### Placed cells, one color a class, run 1

The bar under the picture is 50 um long. Fill, decap, tap and diode cells in gray.
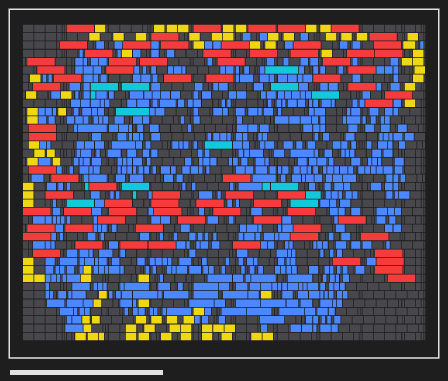
### Congestion heat map, run 1

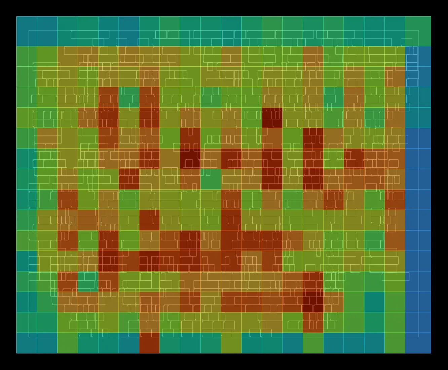
### The metal 1 layer, run 1

Supply wires on this layer in gray.
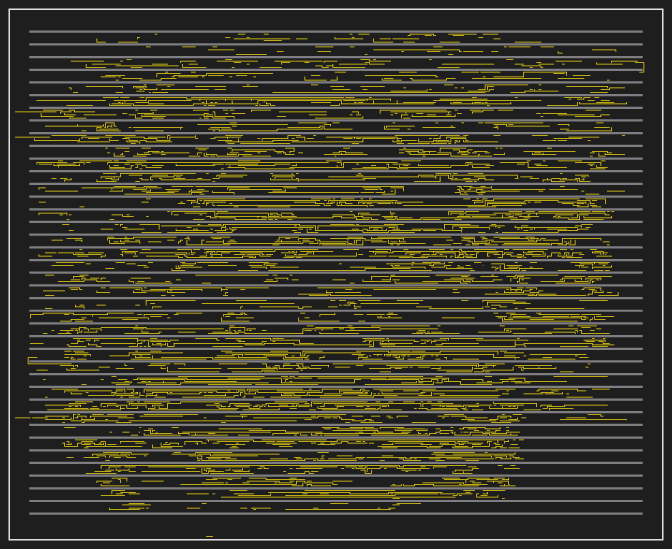
### Cell area per tile, run 1

14 x 11 tiles, from white (low) to dark blue (high), 0 to 100% covered.
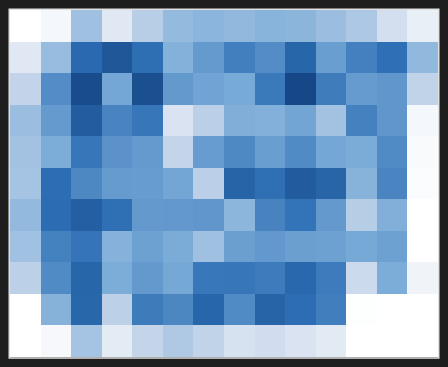
`src/rtl/fpu_float_to_int.sv`:
```
// rtl/fpu_float_to_int.sv - two-stage FP32 to 32-bit integer converter (fcvt.w.s / fcvt.wu.s)
// Define FPU_CVT_UNSIGNED_EN to honour in_unsigned; otherwise every conversion is signed.
module fpu_float_to_int (
  input  logic        clk,
  input  logic        rst,
  input  logic        in_valid,
  output logic        in_ready,
  input  logic [31:0] in_data,
  input  logic        in_unsigned,
  input  logic [2:0]  in_rm,
  output logic        out_valid,
  input  logic        out_ready,
  output logic [31:0] out_data,
  output logic        out_nv,
  output logic        out_nx
);

  logic        s1_valid, s2_valid, s2_free;
  logic        s1_sign, s1_g, s1_st, s1_big, s1_nan;
  logic [32:0] s1_mag;
  logic [2:0]  s1_rm;

  assign s2_free   = !s2_valid | out_ready;
  assign in_ready  = !s1_valid | s2_free;
  assign out_valid = s2_valid;

  logic [7:0]  exp_b;
  logic [22:0] mant;
  logic [23:0] sig;
  logic [4:0]  shamt;
  logic [87:0] shifted;
  logic [32:0] c_mag;
  logic        c_g, c_st, c_big, c_nan;

  assign exp_b = in_data[30:23];
  assign mant  = in_data[22:0];
  assign sig   = {exp_b != 8'd0, mant};
  // Low five bits of E-127 for E in 127..158 equal E+1 modulo 32.
  assign shamt   = exp_b[4:0] + 5'd1;
  assign shifted = {32'd0, sig, 32'd0} << shamt;

  always_comb begin
    c_mag = '0;
    c_g   = 1'b0;
    c_st  = 1'b0;
    c_big = 1'b0;
    c_nan = 1'b0;
    if (exp_b == 8'd255) begin
      c_nan = (mant != 23'd0);
      c_big = (mant == 23'd0);
    end else if (exp_b >= 8'd159) begin
      c_big = 1'b1;
    end else if (exp_b >= 8'd127) begin
      // Binary point of the shifted word sits between bits 55 and 54.
      c_mag = shifted[87:55];
      c_g   = shifted[54];
      c_st  = |shifted[53:0];
    end else if (exp_b == 8'd126) begin
      c_g  = 1'b1;
      c_st = |mant;
    end else begin
      c_st = |sig;
    end
  end

`ifdef FPU_CVT_UNSIGNED_EN
  logic s1_uns;
`else
  logic unused_unsigned;
  assign unused_unsigned = in_unsigned;
`endif

  always_ff @(posedge clk or posedge rst) begin
    if (rst) begin
      s1_valid <= 1'b0;
      s1_sign  <= 1'b0;
      s1_mag   <= '0;
      s1_g     <= 1'b0;
      s1_st    <= 1'b0;
      s1_big   <= 1'b0;
      s1_nan   <= 1'b0;
      s1_rm    <= '0;
`ifdef FPU_CVT_UNSIGNED_EN
      s1_uns   <= 1'b0;
`endif
    end else if (in_ready) begin
      s1_valid <= in_valid;
      if (in_valid) begin
        s1_sign <= in_data[31];
        s1_mag  <= c_mag;
        s1_g    <= c_g;
        s1_st   <= c_st;
        s1_big  <= c_big;
        s1_nan  <= c_nan;
        s1_rm   <= in_rm;
`ifdef FPU_CVT_UNSIGNED_EN
        s1_uns  <= in_unsigned;
`endif
      end
    end
  end

  logic        inc, inexact;
  logic [32:0] rounded;
  logic [31:0] sg_data, res_data;
  logic        sg_nv, res_nv;

  assign inexact = s1_g | s1_st;

  always_comb begin
    inc = 1'b0;
    case (s1_rm)
      3'b001:  inc = 1'b0;
      3'b010:  inc = s1_sign & inexact;
      3'b011:  inc = !s1_sign & inexact;
      3'b100:  inc = s1_g;
      default: inc = s1_g & (s1_st | s1_mag[0]);
    endcase
  end

  assign rounded = s1_mag + {32'd0, inc};

  always_comb begin
    sg_data = '0;
    sg_nv   = 1'b1;
    if (s1_nan) begin
      sg_data = 32'h7FFF_FFFF;
    end else if (s1_big) begin
      sg_data = s1_sign ? 32'h8000_0000 : 32'h7FFF_FFFF;
    end else if (!s1_sign && rounded > 33'h0_7FFF_FFFF) begin
      sg_data = 32'h7FFF_FFFF;
    end else if (s1_sign && rounded > 33'h0_8000_0000) begin
      sg_data = 32'h8000_0000;
    end else begin
      sg_nv   = 1'b0;
      sg_data = s1_sign ? (32'd0 - rounded[31:0]) : rounded[31:0];
    end
  end

`ifdef FPU_CVT_UNSIGNED_EN
  logic [31:0] un_data;
  logic        un_nv;

  always_comb begin
    un_data = '0;
    un_nv   = 1'b1;
    if (s1_nan) begin
      un_data = 32'hFFFF_FFFF;
    end else if (s1_big) begin
      un_data = s1_sign ? 32'h0000_0000 : 32'hFFFF_FFFF;
    end else if (!s1_sign && rounded[32]) begin
      un_data = 32'hFFFF_FFFF;
    end else if (s1_sign && rounded != 33'd0) begin
      un_data = 32'h0000_0000;
    end else begin
      un_nv   = 1'b0;
      un_data = s1_sign ? 32'd0 : rounded[31:0];
    end
  end

  assign res_data = s1_uns ? un_data : sg_data;
  assign res_nv   = s1_uns ? un_nv : sg_nv;
`else
  assign res_data = sg_data;
  assign res_nv   = sg_nv;
`endif

  always_ff @(posedge clk or posedge rst) begin
    if (rst) begin
      s2_valid <= 1'b0;
      out_data <= '0;
      out_nv   <= 1'b0;
      out_nx   <= 1'b0;
    end else if (s2_free) begin
      s2_valid <= s1_valid;
      if (s1_valid) begin
        out_data <= res_data;
        out_nv   <= res_nv;
        out_nx   <= inexact & !res_nv;
      end
    end
  end

endmodule

```
`config.mk`:
```
export PLATFORM = sky130hd
export DESIGN_NAME = fpu_float_to_int
export DESIGN_NICKNAME = d
export VERILOG_FILES = /design/src/rtl/fpu_float_to_int.sv
export SDC_FILE = /design/constraint.sdc
export NUM_CORES = 1
export LEC_CHECK = 0
export CORE_ASPECT_RATIO = 0.8
export CORE_MARGIN = 4
export CORE_UTILIZATION = 48
export CTS_CLUSTER_DIAMETER = 80
export DETAILED_ROUTE_END_ITERATION = 10
export HOLD_SLACK_MARGIN = 0.15
export PLACE_DENSITY = 0.7
export SLEW_MARGIN = 40
export SYNTH_ARGS = -nofsm -noshare
export SYNTH_HDL_FRONTEND = slang
export SYNTH_SLANG_ARGS = --single-unit
```
`constraint.sdc`:
```
create_clock -name clk -period 9.28 [get_ports clk]
set_input_delay 1.392 -clock clk [delete_from_list [all_inputs] [get_ports clk]]
set_output_delay 1.392 -clock clk [all_outputs]
set_load 0.02 [all_outputs]
```
==> out/qor.yml, run 1 <==
synth_seq_share_pct: 28.5
clock_power_share_pct: 26.1
dieWidth_um: 140
max-clock-path-buffers: 2
status: "finished clean"
slowest_delay_ns: 0.59
clockBufferCount: 12
tap_cells: 180
antenna_found_initial: 0
comb_area_share_pct: 57.5
die-area_mm2: 0.0159
critPathMaxFanout: 32
yosys-stat-area_mm2: 0.00667
drc: 0
top_logic_kind: "simple AND/OR/NAND/NOR gates"
grt_pass1_wl_mm: 31.5
ys_cells: 783
finish.instance_area_mm2: 0.00779
antennaDiodeCount: 0
nMultiInputCombCells: 629
syn_area_mm2: 0.00667
timing.setup.critical_path_class: "primary input to flop"
dp_cells: 982
synthArstFlopShare_pct: 100
place_ws_ns: 3.83
start_kind: "primary input"
tool_warnings: 30
drv_slew: 0
ant_nets: 0
numClockSinks: 76
lay_top_count: "dfrtp_1"
synth-simple-area-share_pct: 22.4
first_pass_iters: 5
worst_pin_slew_ns: 0.832
grt_use_total_pct: 24.3
synthAoiAreaFrac_pct: 22.4
ff_count: 76
fp_nets: 830
r2r_setup_slack_ns: 4.13
clkTransAtPathRegs_ns: 0.06
pin_count: 76
signal_buffers: 84
portBuffers: 74
largestClassByArea: "logic gates"
p_leak_nw: 3.02
clk_share_pct: 4.09
slowest_stage: "mux4_2"
comb_power_share_pct: 41.9
gp_congestion: 0.913
critPathRequiredTime_ns: 9.50
post_cts_buffers: 0
inv_count: 13
drive_above_1_share_pct: 10.3
arrival_ns: 5.56
placed_area_mm2: 0.00746
synth_area_per_cell_um2: 8.52
nets: 860
rsz0062_at_grt: "false"
cts_buffers: 9
p_int_mw: 0.908
edf_count: 0
layout_top_cells: "dfrtp_1 (76), clkdlybuf4s50_1 (73), nor2_1 (71)"
adder_share_pct: 1.31
worst_slack_ns: 3.94
About 'Placed cells, one color a class':
legend:
  red:
    class: registers
    cells: 76
  blue:
    class: remaining logic cells
    cells: 642
  cyan:
    class: clock drivers and dummy loads
    cells: 16
  yellow:
    class: remaining buffers and delay cells
    cells: 84

About 'Congestion heat map':
Final Core Density: 57.3%
routed length per instance: 19.4 um
grt met2 use: 36.2%
M3 GR Usage: 7.04%

About 'The metal 1 layer':
wire length on this layer: 8970 um
main direction: horizontal
share of all routed wire: 46%
DRT Wirelength: 19.4 mm
Global Route met1 Usage: 35.7%
total number of vias: 6332

About 'Cell area per tile':
mean over tiles: 48%
nearly empty tiles: 7.1%
emptiest ninth of the die: bottom right
tiles over 75% full: 12%
core area: 0.0136 mm2
Floorplan Utilization: 49.1%

## run 1: final timing paths
path | from | to | cells after the start
min in group asynchronous | rst | out_data[4] | 3
worst max register to register | s1_rm[0] | out_data[31] | 15
max in group asynchronous | rst | s1_mag[30] | 3
worst min-delay path | out_data[15] | out_data[15] | 1
worst min register to register | out_data[15] | out_data[15] | 1
worst max-delay path | in_data[23] | s1_st | 13
## run 1: synthesized netlist by cell type (10+ instances only)
master | n | area share, %
nand2_1 | 67 | 3.8
mux2_2 | 12 | 2.0
xor2_1 | 26 | 3.4
o21a_1 | 29 | 3.3
dfrtp_1 | 76 | 29
nand3_1 | 29 | 2.2
nor4_1 | 15 | 1.4
o21ai_0 | 70 | 5.3
a21oi_1 | 27 | 2.0
a31oi_1 | 10 | 0.94
xnor2_1 | 39 | 5.1
nand4_1 | 16 | 1.5
mux4_2 | 17 | 5.7
o31ai_1 | 13 | 1.5
buf_2 | 13 | 0.98
clkbuf_1 | 42 | 2.4
inv_1 | 12 | 0.67
mux2i_1 | 28 | 4.2
a211oi_1 | 10 | 1.1
nor2_1 | 71 | 4.0
nor3_1 | 20 | 1.5
a22o_1 | 18 | 2.4
## run 1: layer usage
metal	up-vias	wire (um)
li1	2976	-
met5	-	0
met3	20	1700
met2	237	8540
met4	0	179
met1	3099	8970
## run 1: power groups by stage
stage                     registers (mW)  logic [mW]  clock network [mW]
after global routing               0.468       0.651               0.395
after detailed placement           0.463       0.593                   0
after CTS                          0.458       0.597               0.380
final                              0.458       0.599               0.373
after global placement             0.460       0.588                   0
after floorplan                    0.493       0.355                   0
## run 1: flip-flops by register name (all words and copies together), names as in the netlist
signal,count
out_valid,1
s1_st,1
s1_sign,1
s1_mag,32
s1_big,1
s1_nan,1
s1_g,1
out_data,32
out_nx,1
s1_valid,1
out_nv,1
s1_rm,3
### Met4 routing, run 1

The bar under the picture is 50 um long. Supply wires on this layer in gray.
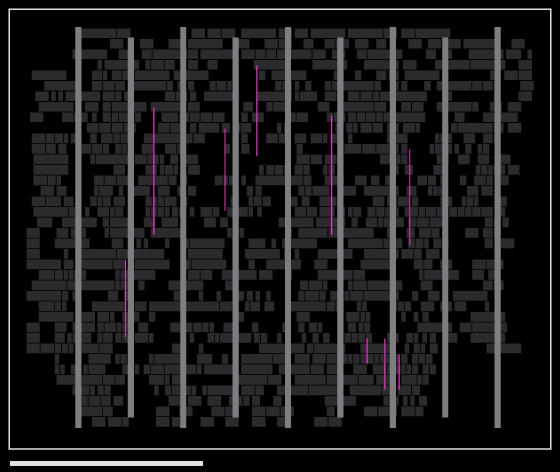

==> run 2, diff against run 1 <==
--- a/config.mk
+++ b/config.mk
@@ -11,7 +11,7 @@
 export CTS_CLUSTER_DIAMETER = 80
 export DETAILED_ROUTE_END_ITERATION = 10
 export HOLD_SLACK_MARGIN = 0.15
-export PLACE_DENSITY = 0.7
+export PLACE_DENSITY = 0.73
 export SLEW_MARGIN = 40
 export SYNTH_ARGS = -nofsm -noshare
 export SYNTH_HDL_FRONTEND = slang
==> constraint.sdc (replaced) <==
create_clock -name clk -period 4.5 [get_ports clk]
set_input_delay 0.675 -clock clk [delete_from_list [all_inputs] [get_ports clk]]
set_output_delay 0.675 -clock clk [all_outputs]
set_load 0.02 [all_outputs]
### Met4 routing, run 2

The bar under the picture is 50 um long. Supply wires on this layer in gray.
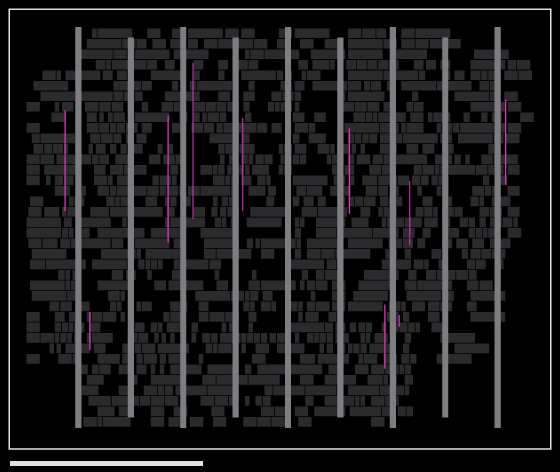
longest straight run: 40.1 um
main direction: vertical
DRT Wirelength: 20.3 mm
total number of vias: 6504

### Placed cells, one color a class, run 2

The bar under the picture is 50 um long. Fill, decap, tap and diode cells in gray.
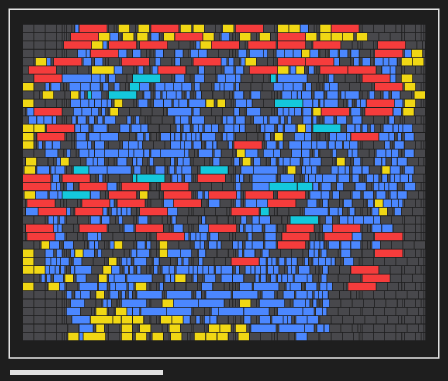
legend:
  yellow:
    class: remaining buffers and delay cells
    cells: 108
  red:
    class: registers
    cells: 76
  cyan:
    class: clock drivers and dummy loads
    cells: 16
  blue:
    class: remaining logic cells
    cells: 643
Final Core Density: 59.2%
Cell Rows: 38
sequential cell area share: 23.6%

==> out/qor.yml, run 2 <==
syn_area_mm2: 0.00667  # unchanged
cts_buffers: 9  # unchanged
end_kind: "flop"
worst_pin_slew_ns: 0.832  # -0.000276 ns
r2r_setup_slack_ns: 0.18  # -3.95 ns
crit_cells: 17  # +4
gp_congestion: 0.960  # +5.2%
antennaDiodeCount: 0  # unchanged
die-area_mm2: 0.0159  # unchanged
p_int_mw: 1.83  # +100%
largest_area_cell: "dfrtp_1"
first_pass_iters: 8  # +3
core_mm2: 0.0136  # unchanged
drc: 0  # unchanged
syn_to_final_growth_pct: 20.6
worst_slack_ns: 0.180  # -3.76 ns
critPathMaxFanout: 5  # -84%
numClockSinks: 76  # unchanged
grt_pass1_wl_mm: 32.3  # +2.4%
synthTopCellsByCount: "dfrtp_1 (76), nor2_1 (71), o21ai_0 (70)"
layout_top_cells: "dfrtp_1 (76), clkdlybuf4s50_1 (74), nor2_1 (70)"
p_leak_nw: 3.15  # +4.2%
finish.instance_area_mm2: 0.00805  # +3.3%
tool_warnings: 30  # unchanged
synth_seq_share_pct: 28.5  # unchanged
portBuffers: 74  # unchanged
reg_top3: "out_data (32), s1_mag (32), s1_rm (3)"
start_kind: "flop"
max-clock-path-buffers: 2  # unchanged
comb_power_share_pct: 45.0  # +3.1 points
status: "finished clean"
synth_area_per_cell_um2: 8.52  # unchanged
synth_dominant_cell_count: "dfrtp_1"
routed.top_layer: "met4"
cp-startpoint: "s1_sign"
slowest_delay_ns: 0.47  # -0.12 ns
slowest_stage: "or4_4"
dr_wl_met3_mm: 1.67  # -1.7%
endpoint: "out_data[27]"
worstHoldStart: "out_data[24]"
clock_power_share_pct: 23.0  # -3.1 points
dp_cells: 1002  # +2.0%
fp_util_pct: 49.1  # unchanged
dieWidth_um: 140  # unchanged
drive_above_1_share_pct: 13.6  # +3.4 points
lay_top_count: "dfrtp_1"
drv_slew: 0  # unchanged
ys_cells: 783  # unchanged
edf_count: 0  # unchanged
nets: 885  # +2.9%
synthArstFlopShare_pct: 100  # unchanged
grt_use_total_pct: 24.7  # +0.45 points
nFillCells: 1218
pin_count: 76  # unchanged
wl_per_cell_um: 19.8  # +2.1%
yosys-stat-area_mm2: 0.00667  # unchanged
ant_nets: 0  # unchanged
reg2reg_depth: 17  # +2
arrival_ns: 4.59  # -0.97 ns
clkTransAtPathRegs_ns: 0.06  # about the same
wl_met2_mm: 9.02  # +5.6%
fp_nets: 830  # unchanged
reg2reg_from: "s1_sign"
placed_area_mm2: 0.00763  # +2.2%
antenna_found_initial: 0  # unchanged
critPathRequiredTime_ns: 4.77  # -4.73 ns
topCellsByArea: "dfrtp_1 (29%), mux4_2 (5.7%), o21ai_0 (5.3%)"
worstReg2RegEnd: "out_data[27]"
-- run 2: cell counts after synthesis --
No cell type changed its count.
-- run 2: power groups by stage --
| stage | Sequential (mW) | Combinational, mW | Clock [mW] |
|---|---|---|---|
| 6_report | 0.946 | 1.33 | 0.681 |
| 2_1_floorplan | 1.02 | 0.732 | 0 |
| 4_1_cts | 0.945 | 1.27 | 0.692 |
| 3_5_place_dp | 0.956 | 1.26 | 0 |
| 5_1_grt | 0.969 | 1.44 | 0.722 |
| 3_3_place_gp | 0.949 | 1.24 | 0 |
-- run 2: per-layer routing --
layer  up-vias  track usage [%]
met3        23             5.74
li1       3028                -
met4         0             4.84
met5         -                0
met2       276             38.2
met1      3177             36.0
-- run 2: kinds of logic (layout without fill, tap and decap cells) --
| family | after synthesis | after routing | share of synthesized area, % |
|---|---|---|---|
| flops | 76 | 76 | 28.5 |
| mux | 57 | 57 | 12.0 |
| fa+ha+maj | 7 | 7 | 1.31 |
| buf+inv | 78 | 137 | 4.95 |
| compound gates | 221 | 222 | 22.4 |
| xor+xnor | 65 | 65 | 8.53 |
| simple gates | 279 | 279 | 22.4 |
-- run 2: timing repair --
action | in CTS | in global routing
resized | 0 | 14
setup buffers | 0 | 4
endpoints found under the setup margin | 0 | 34
hold buffers | 0 | 0
endpoints found under the hold margin | 0 | 0
-- run 2: layout make-up --
cell class                      count  share of cell area [%]
Clock buffer                       13                    3.23
Sequential cell                    76                    23.6
Timing Repair Buffer              108                    12.8
Multi-Input combinational cell    630                    56.6
Tap cell                          180                    2.80
Inverter                           13                   0.637
Clock inverter                      3                   0.264
Power and IR drop assume default switching activity.
